### Placed cells, one colour a class, run 1

Scale: 2 px per um.
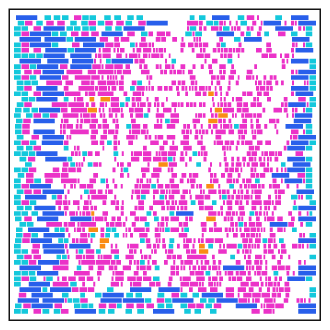
### Sequential cells grouped by signal name, run 1

Scale: 2 px per um. Other sequential cells in the stronger grey, the rest of the logic in the fainter grey.
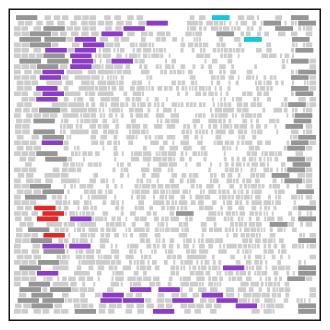
### Routed clock nets over the placement, run 1

Scale: 2 px per um.
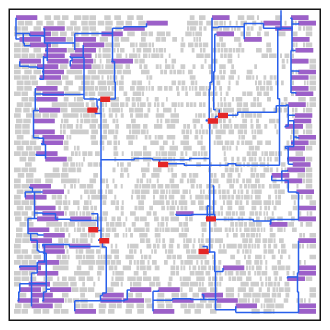
`src/rtl/alu_share_pkg.sv`:
```
// Shared definitions for the ALU-sharing arbiter: FSM state encoding,
// ALU function codes and a one-hot helper for port selects.
package alu_share_pkg;

   typedef enum logic [1:0] {
      IDLE = 2'd0,
      EXEC = 2'd1,
      RESP = 2'd2
   } state_t;

   localparam logic [3:0] F_AND  = 4'd0;
   localparam logic [3:0] F_OR   = 4'd1;
   localparam logic [3:0] F_ADD  = 4'd2;
   localparam logic [3:0] F_XOR  = 4'd3;
   localparam logic [3:0] F_SRL  = 4'd5;
   localparam logic [3:0] F_SUB  = 4'd6;
   localparam logic [3:0] F_SLTU = 4'd7;
   localparam logic [3:0] F_NOR  = 4'd12;

   function automatic logic [1:0] port_onehot(input logic port);
      return port ? 2'b10 : 2'b01;
   endfunction

endpackage

```
`src/rtl/alu.sv`:
```
// Combinational ALU shared by both requesters; unknown function codes
// yield zero so the zero flag reads one.
module alu
   import alu_share_pkg::*;
#(
   parameter int WIDTH = 32
) (
   input  logic [3:0]       f,
   input  logic [WIDTH-1:0] a,
   input  logic [WIDTH-1:0] b,
   output logic [WIDTH-1:0] y,
   output logic             z
);

   always_comb begin
      // NOTE: y gets a default before the case so every path assigns it and no latch is inferred.
      y = '0;
      case (f)
         F_AND:   y = a & b;
         F_OR:    y = a | b;
         F_ADD:   y = a + b;
         F_XOR:   y = a ^ b;
         F_SRL:   y = a >> b;  // full-width shift amount: b >= WIDTH clears the result
         F_SUB:   y = a - b;
         F_SLTU:  y = {{(WIDTH-1){1'b0}}, (a < b)};
         F_NOR:   y = ~(a | b);
         default: y = '0;
      endcase
      z = (y == '0);
   end

endmodule

```
`src/rtl/alu_share_arbiter.sv`:
```
// Two-port valid/ready arbiter in front of one shared ALU (IDLE/EXEC/RESP).
// Define ALU_SHARE_STATS_EN to add saturating per-port completion counters cnt0/cnt1.
module alu_share_arbiter
   import alu_share_pkg::*;
#(
   parameter int WIDTH = 32
) (
   input  logic             clk,
   input  logic             rstn,
   input  logic [1:0]       req_valid,
   output logic [1:0]       req_ready,
   input  logic [3:0]       req_f0,
   input  logic [3:0]       req_f1,
   input  logic [WIDTH-1:0] req_a0,
   input  logic [WIDTH-1:0] req_b0,
   input  logic [WIDTH-1:0] req_a1,
   input  logic [WIDTH-1:0] req_b1,
   output logic [1:0]       rsp_valid,
   input  logic [1:0]       rsp_ready,
   output logic [WIDTH-1:0] rsp_y,
   output logic             rsp_z,
   output logic             busy
`ifdef ALU_SHARE_STATS_EN
   ,
   output logic [15:0]      cnt0,
   output logic [15:0]      cnt1
`endif
);

   state_t           state, state_nx;
   logic             prio;
   logic             gnt;
   logic             g_q;
   logic             accept;
   logic             rsp_done;
   logic [3:0]       f_q;
   logic [WIDTH-1:0] a_q, b_q;
   logic [WIDTH-1:0] alu_y;
   logic             alu_z;

   // Only contention consults the priority pointer.
   assign gnt      = (req_valid == 2'b11) ? prio : req_valid[1];
   assign accept   = (state == IDLE) && (req_valid != 2'b00);
   assign rsp_done = (state == RESP) && rsp_ready[g_q];
   assign busy     = (state != IDLE);

   always_comb begin
      state_nx  = state;
      req_ready = 2'b00;
      rsp_valid = 2'b00;
      case (state)
         IDLE: begin
            if (rstn && (req_valid != 2'b00)) begin
               req_ready = port_onehot(gnt);
               state_nx  = EXEC;
            end
         end
         EXEC: state_nx = RESP;
         RESP: begin
            rsp_valid = port_onehot(g_q);
            if (rsp_ready[g_q]) state_nx = IDLE;
         end
         default: state_nx = IDLE;
      endcase
   end

   always_ff @(posedge clk or negedge rstn) begin
      if (!rstn) begin
         state <= IDLE;
         prio  <= 1'b0;
         g_q   <= 1'b0;
         rsp_y <= '0;
         rsp_z <= 1'b0;
      end else begin
         // NOTE: sequential state uses non-blocking assignments so every register samples pre-edge values.
         state <= state_nx;
         if (accept) g_q <= gnt;
         if (state == EXEC) begin
            rsp_y <= alu_y;
            rsp_z <= alu_z;
         end
         if (rsp_done) prio <= ~g_q;
      end
   end

   // NOTE: operand registers are pure datapath, always written before use, so they carry no reset.
   always_ff @(posedge clk) begin
      if (accept) begin
         f_q <= gnt ? req_f1 : req_f0;
         a_q <= gnt ? req_a1 : req_a0;
         b_q <= gnt ? req_b1 : req_b0;
      end
   end

   alu #(.WIDTH(WIDTH)) u_alu (
      .f (f_q),
      .a (a_q),
      .b (b_q),
      .y (alu_y),
      .z (alu_z)
   );

`ifdef ALU_SHARE_STATS_EN
   always_ff @(posedge clk or negedge rstn) begin
      if (!rstn) begin
         cnt0 <= '0;
         cnt1 <= '0;
      end else if (rsp_done) begin
         if (!g_q && cnt0 != 16'hFFFF) cnt0 <= cnt0 + 16'd1;
         if ( g_q && cnt1 != 16'hFFFF) cnt1 <= cnt1 + 16'd1;
      end
   end
`endif

endmodule

```
`config.mk`:
```
export PLATFORM = sky130hd
export DESIGN_NAME = alu_share_arbiter
export DESIGN_NICKNAME = d
export VERILOG_FILES = /design/src/rtl/alu_share_pkg.sv /design/src/rtl/alu.sv /design/src/rtl/alu_share_arbiter.sv
export SDC_FILE = /design/constraint.sdc
export NUM_CORES = 1
export LEC_CHECK = 0
export CAP_MARGIN = 20
export CORE_MARGIN = 1.5
export CORE_UTILIZATION = 52
export CTS_BUF_LIST = sky130_fd_sc_hd__clkbuf_8
export DETAILED_ROUTE_END_ITERATION = 7
export PLACE_DENSITY = 0.8
export SYNTH_ARGS = -nofsm -noshare
export SYNTH_HDL_FRONTEND = slang
export SYNTH_SLANG_ARGS = --single-unit
```
`constraint.sdc`:
```
create_clock -name clk -period 4.4 [get_ports clk]
set_clock_uncertainty 0.15 [all_clocks]
set_input_delay 0.44 -clock clk [delete_from_list [all_inputs] [get_ports clk]]
set_output_delay 0.44 -clock clk [all_outputs]
set_load 0.02 [all_outputs]
```
==> metrics.cfg, run 1 <==
[detailed_routing]
final_antenna_net_count=0
wl_per_cell_um=24.4
vias_per_cell=6.65
drtIter0Drc=1778
firstDrtPassIters=8

[critical_path]
path_class=reg2reg
cp.required_ns=4.59
cpMaxStageDelayCell=fa_1
crit_chain=inv_1 > ha_1 > fa_1 > o21bai_1 > a2111oi_4 > nor3_2 > o2111ai_2 > a221o_1 > a31oi_1 > o22a_1 > or3b_1 > a311oi_1 > nand4_1 > o21ai_1
crit_path_max_incr_delay_ns=0.45
r2r_start=a_q[0]
crit_family=AND-OR/OR-AND gates
cp-end-kind=register
timing.rr.end=rsp_z
crit_start=a_q[0]
cp_num_buf_inv=1
cp_max_fo=3
startpoint_type=register

[die]
n_tap_cell=285
core-area_mm2=0.0226
initCoreUtil_pct=52.9
die_h_um=155
die-area_mm2=0.0240

[placement]
portBuffers=179
hpwl_um=37200
place_congestion=1.03

[power]
p_per_area_mw_per_mm2=598
p_leak_uw=0.00590
peakVddDrop_uv=286

[grt]
antenna_found_initial=2
grt_max_degree=70
grt_overflow=0
grt_pass1_vias=12025

[final_timing]
fin_crit_sh_pct=97.1
setup_tns_ns=0
slew_viol_final=0
layout_min_cycle_time_ns=4.27
worstMarginPinSlew_ns=0.961
slew_headroom_pct=35.7
report.final.hold_viol_count=0
finalSetupViolCount=0

[synthesis]
simple_gate_area_share_pct=17.2
yosys_area_mm2=0.0120
yosys_cells=1432
yosysWarnings=0
top_cell_area_share_pct=17.0
syn_avg_cell_area_um2=8.36
compound_area_share_pct=26.0
synthMostInstantiatedCell=nand2_1
common_cells=nand2_1 (150), a21oi_1 (113), nor2_1 (106)
synth_area_mm2=0.0120
synth_seq_share_pct=24.8
ff_type=edfxtp_1
area_leaders=edfxtp_1 (17%), ha_1 (11%), mux2_2 (7.8%)
yosys.area_share.adder_pct=11.0

[cts]
clkTransAtPathRegs_ns=0.12
clk_path_buf_depth=2
h-tree-depth=3
clock_sinks=105
cts_setup_buffers=0
cts_tree=yes

[final_layout]
logic_area_mm2=0.00828
num-clock-buffers=9
seq_area_mm2=0.00297
top_regs=a_q x32, b_q x32, rsp_y x32
final_util_pct=64.4
antenna_cells=1
num-fill-cells=1933
buf_share_pct=16.5
seq_cell_count=105
inverters=101
layout-drive-gt1-share_pct=14.7
clkCellAreaFrac_pct=1.27
syn_to_final_growth_pct=21.7
seq_area_share_pct=20.4

[min_path]
hp-class=in2async

[outcome]
status=completed

[job]
log.warning_count=96

Notes on 'Placed cells, one colour a class' above:
Key: orange = clock drivers and dummy loads [cells 16]; blue = flops [cells 105]; magenta = combinational and other logic [cells 1234]; cyan = other buffers and delay cells [cells 262]

Notes on 'Sequential cells grouped by signal name' above:
Key: cyan = state [placed flops 2]; purple = b_q [placed flops 32]; red = f_q [placed flops 4]
Another 67 sequential cells are not coloured.

Notes on 'Routed clock nets over the placement' above:
Key: red = clock drivers [count 9]; purple = flip-flops [count 105]; blue = clock wires [length 1620 um]
There are 10 routed clock nets.

-- run 1: placed cells by master (no fill, tap or decap), types with 22 or more instances in the layout --
master	Yosys	routed
o21ai_0	72	72
mux2_2	83	83
nand2_1	150	150
a21oi_1	113	113
nor4_1	22	22
edfxtp_1	68	68
dfrtp_1	37	37
nor3_1	35	35
nor2_1	106	105
buf_4	3	83
nand3_1	28	28
mux2i_1	27	27
a22oi_1	39	39
inv_1	95	95
ha_1	102	102
clkdlybuf4s50_1	0	178
-- run 1: cells by family after synthesis --
group / Yosys count
buffers and inverters: 194
AND/OR/NAND/NOR: 435
AND-OR/OR-AND: 455
XOR/XNOR: 8
flip-flops: 105
adder cells (fa/ha/maj): 104
multiplexers: 131
-- run 1: through the flow --
stage,hold slack [ns],setup slack (ns),cells,instance area [um2],power (uW)
after floorplan,-0.00559,0.135,1432,12000,5690
after global placement,0.311,0.278,1886,14400,7820
after detailed placement,0.312,0.208,1886,14400,7860
after CTS,0.0266,0.165,1902,14600,8510
after global routing,0.0509,0.0134,1902,14600,9200
final,0.00758,0.128,1903,14600,8720
-- run 1: per-layer routing --
layer	track usage [%]	routed length, um	part of all wire (%)	vias up
met5	0	0	0	-
met3	10.8	6150	13	121
met1	54.5	19200	41	5908
li1	-	-	-	5716
met2	56.7	19400	42	911
met4	13.4	1620	3.5	0
-- run 1: power by group --
group | switching, uW | internal (uW)
clock network | 409 | 218
registers | 376 | 1450
logic | 3840 | 2430
-- run 1: worst min-delay path by stage --
stage | slack (ns) | cells past startpoint | to
2_1_floorplan | -0.006 | 0 | g_q
3_3_place_gp | 0.31 | 2 | rsp_y[26]
3_5_place_dp | 0.31 | 2 | rsp_y[4]
4_1_cts | 0.03 | 2 | rsp_y[3]
5_1_grt | 0.05 | 2 | rsp_y[3]
6_report | 0.008 | 2 | rsp_y[3]
### I/O nets highlighted, run 1

Scale: 3 px per um.
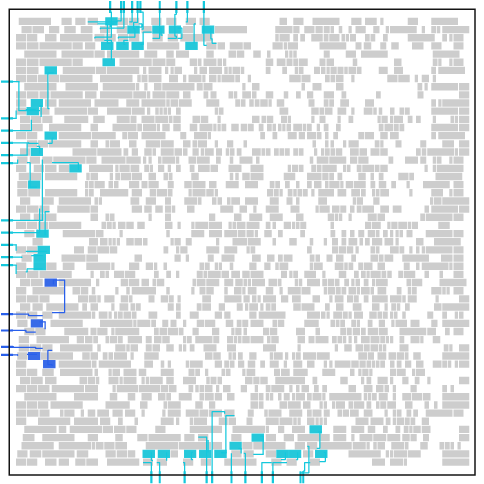

==> run 1 -> run 2 <==
--- a/config.mk
+++ b/config.mk
@@ -10,7 +10,7 @@
 export CORE_UTILIZATION = 52
 export CTS_BUF_LIST = sky130_fd_sc_hd__clkbuf_8
 export DETAILED_ROUTE_END_ITERATION = 7
-export PLACE_DENSITY = 0.8
+export PLACE_DENSITY = 0.88
 export SYNTH_ARGS = -nofsm -noshare
 export SYNTH_HDL_FRONTEND = slang
 export SYNTH_SLANG_ARGS = --single-unit
### I/O nets highlighted, run 2

Scale: 3 px per um.
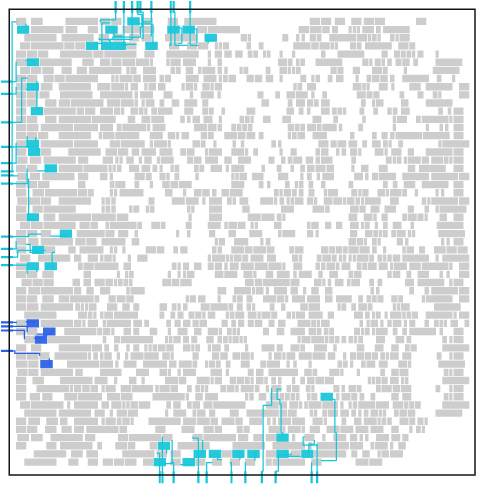
Key: blue = req_f0 [bits 4, direction input, end cells 4, buffers 4, wire 41.0 um]; cyan = req_b0 [bits 32, direction input, end cells 32, buffers 32, wire 605 um]

### Sequential cells grouped by signal name, run 2

Scale: 2 px per um. Other sequential cells in the stronger grey, the rest of the logic in the fainter grey.
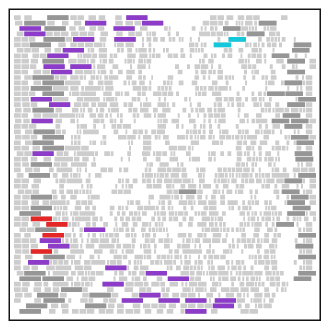
Key: purple = b_q [placed flops 32]; red = f_q [placed flops 4]; cyan = state [placed flops 2]
Another 67 sequential cells are not coloured.

### Placement view, run 2

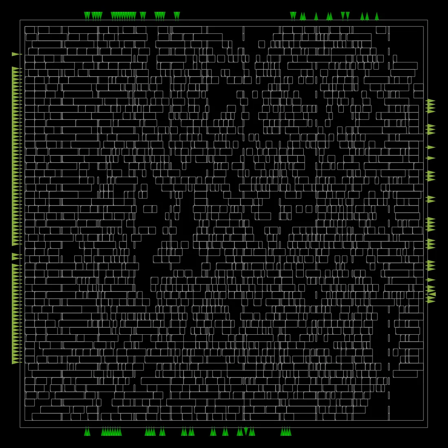
flop count: 105
number of fillers in the final layout: 1938
fin cells: 1891
fin util: 64.3%
TAP cells: 285

==> metrics.cfg, run 2 <==
[outcome]
status=finished with violations
violations=negative hold slack

[detailed_routing]
firstDrtPassIters=7
wl_per_cell_um=24.9
drc=0
vias=12865
drtIter0Drc=1697
final_antenna_net_count=0
vias_per_cell=6.80

[die]
placementRows=55
ios=180
die-area_mm2=0.0240
initCoreUtil_pct=52.9
core-area_mm2=0.0226
die_h_um=155

[synthesis]
yosys_cells=1432
synth_seq_share_pct=24.8
simple_gate_area_share_pct=17.2
yosysWarnings=0
netlist_logic_family_top=AND-OR/OR-AND gates
synthMostInstantiatedCell=nand2_1
top_cell_area_share_pct=17.0
ff_type=edfxtp_1
fp_nets=1678
compound_area_share_pct=26.0
synthArstFlopShare_pct=35.2
common_cells=nand2_1 (150), a21oi_1 (113), nor2_1 (106)
ys_seq_elements=105
area_leaders=edfxtp_1 (17%), ha_1 (11%), mux2_2 (7.8%)
synth_area_mm2=0.0120
syn_avg_cell_area_um2=8.36
ys_sh_mux_pct=13.9
yosys.area_share.adder_pct=11.0
largest_area_cell=edfxtp_1
yosys_area_mm2=0.0120
ys_sh_xor_pct=0.585

[grt]
grt_usage_pct=38.8
grt_pass1_wl_um=70500
grt_pass1_vias=11940
grt_max_degree=69
antenna_found_initial=0
grt_overflow=0

[critical_path]
r2r_start=b_q[0]
cp.required_ns=4.59
cp_max_fo=4
startpoint_type=register
crit_start=b_q[0]
timing.rr.end=rsp_z
path_class=reg2reg
reg2reg_slack_ns=0.19
cp-end-kind=register

[power]
peakVddDrop_uv=256
p_per_area_mw_per_mm2=601
power.total_uw=8750
p_leak_uw=0.00588

[placement]
portBuffers=179
pre_cts_ws_ns=0.0772
postPlaceCellArea_mm2=0.0143
dpl.cell_count=1873
hpwl_um=37500
place_congestion=1.02

[cts]
clock_sinks=105
clkTransAtPathRegs_ns=0.12
h-tree-depth=3
cts-root-buf=clkbuf_8
cts_tree=yes
clk_path_buf_depth=2
hold_buffers=0

[final_timing]
fmax_mhz=238
fin_ws_ns=0.192
slew_headroom_pct=37.0
finalSetupViolCount=0
report.final.hold_viol_count=11
setup_tns_ns=0
timing.hold.ws_ns=-0.0167
slew_viol_final=0
worstMarginPinSlew_ns=0.937
fin_crit_sh_pct=95.6
layout_min_cycle_time_ns=4.21

[min_path]
hp-class=in2async

[final_layout]
layout-drive-gt1-share_pct=14.4
final_cell_area_mm2=0.0146
lay_top_cells=clkdlybuf4s50_1 (178), nand2_1 (150), a21oi_1 (113)
antenna_cells=0
top_regs=a_q x32, b_q x32, rsp_y x32
lay_top_count=clkdlybuf4s50_1
syn_to_final_growth_pct=21.6

[job]
cap_violations=0
log.warning_count=96

## run 2: worst min path at each step
| stage | endpoint | slack [ns] | cells after the start |
|---|---|---|---|
| floorplan | g_q | -0.006 | 0 |
| global placement | rsp_y[0] | 0.31 | 2 |
| detailed placement | rsp_y[16] | 0.31 | 2 |
| CTS | rsp_y[2] | 0.01 | 2 |
| global route | rsp_y[10] | 0.04 | 2 |
| finish | rsp_y[2] | -0.02 | 2 |
## run 2: worst max-delay path: stages, from the launching register on
cell and delay [ns]:
edfxtp_1 0.43, ha_1 0.28, inv_1 0.08, fa_1 0.43, nand2b_1 0.20, a211oi_2 0.31
o31a_1 0.23, o211ai_1 0.11, o2bb2ai_1 0.20, a221o_1 0.37, a2111o_1 0.46, nor4_2 0.28
nor4bb_4 0.25, buf_4 0.15, nand4_1 0.07, o21ai_1 0.15
## run 2: cell type report
| type | instances | area [um2] |
|---|---|---|
| Sequential cell | 105 | 2970 |
| Timing Repair Buffer | 251 | 2360 |
| Multi-Input combinational cell | 1133 | 8320 |
| Clock buffer | 9 | 124 |
| Tap cell | 285 | 357 |
| Fill cell | 1938 | 8080 |
| Clock inverter | 7 | 61.3 |
| Inverter | 101 | 379 |
## run 2: metal layers
layer	vias up	GRT usage (%)	wire [um]
met4	0	13.4	1630
met1	6054	54.3	19100
met2	982	58.2	20200
met3	122	9.86	6300
li1	5707	-	-
met5	-	0	0
## run 2: power breakdown
| part | internal [uW] | switching (uW) | leakage [uW] |
|---|---|---|---|
| registers | 1450 | 376 | 0.00113 |
| clock network | 219 | 406 | 0.0000994 |
| logic | 2410 | 3890 | 0.00465 |
## run 2: repair_timing
item,4_1_cts,5_1_grt
endpoints found under the setup margin,0,1
setup buffers,0,1
resized,0,9
Power and IR drop assume default switching activity.
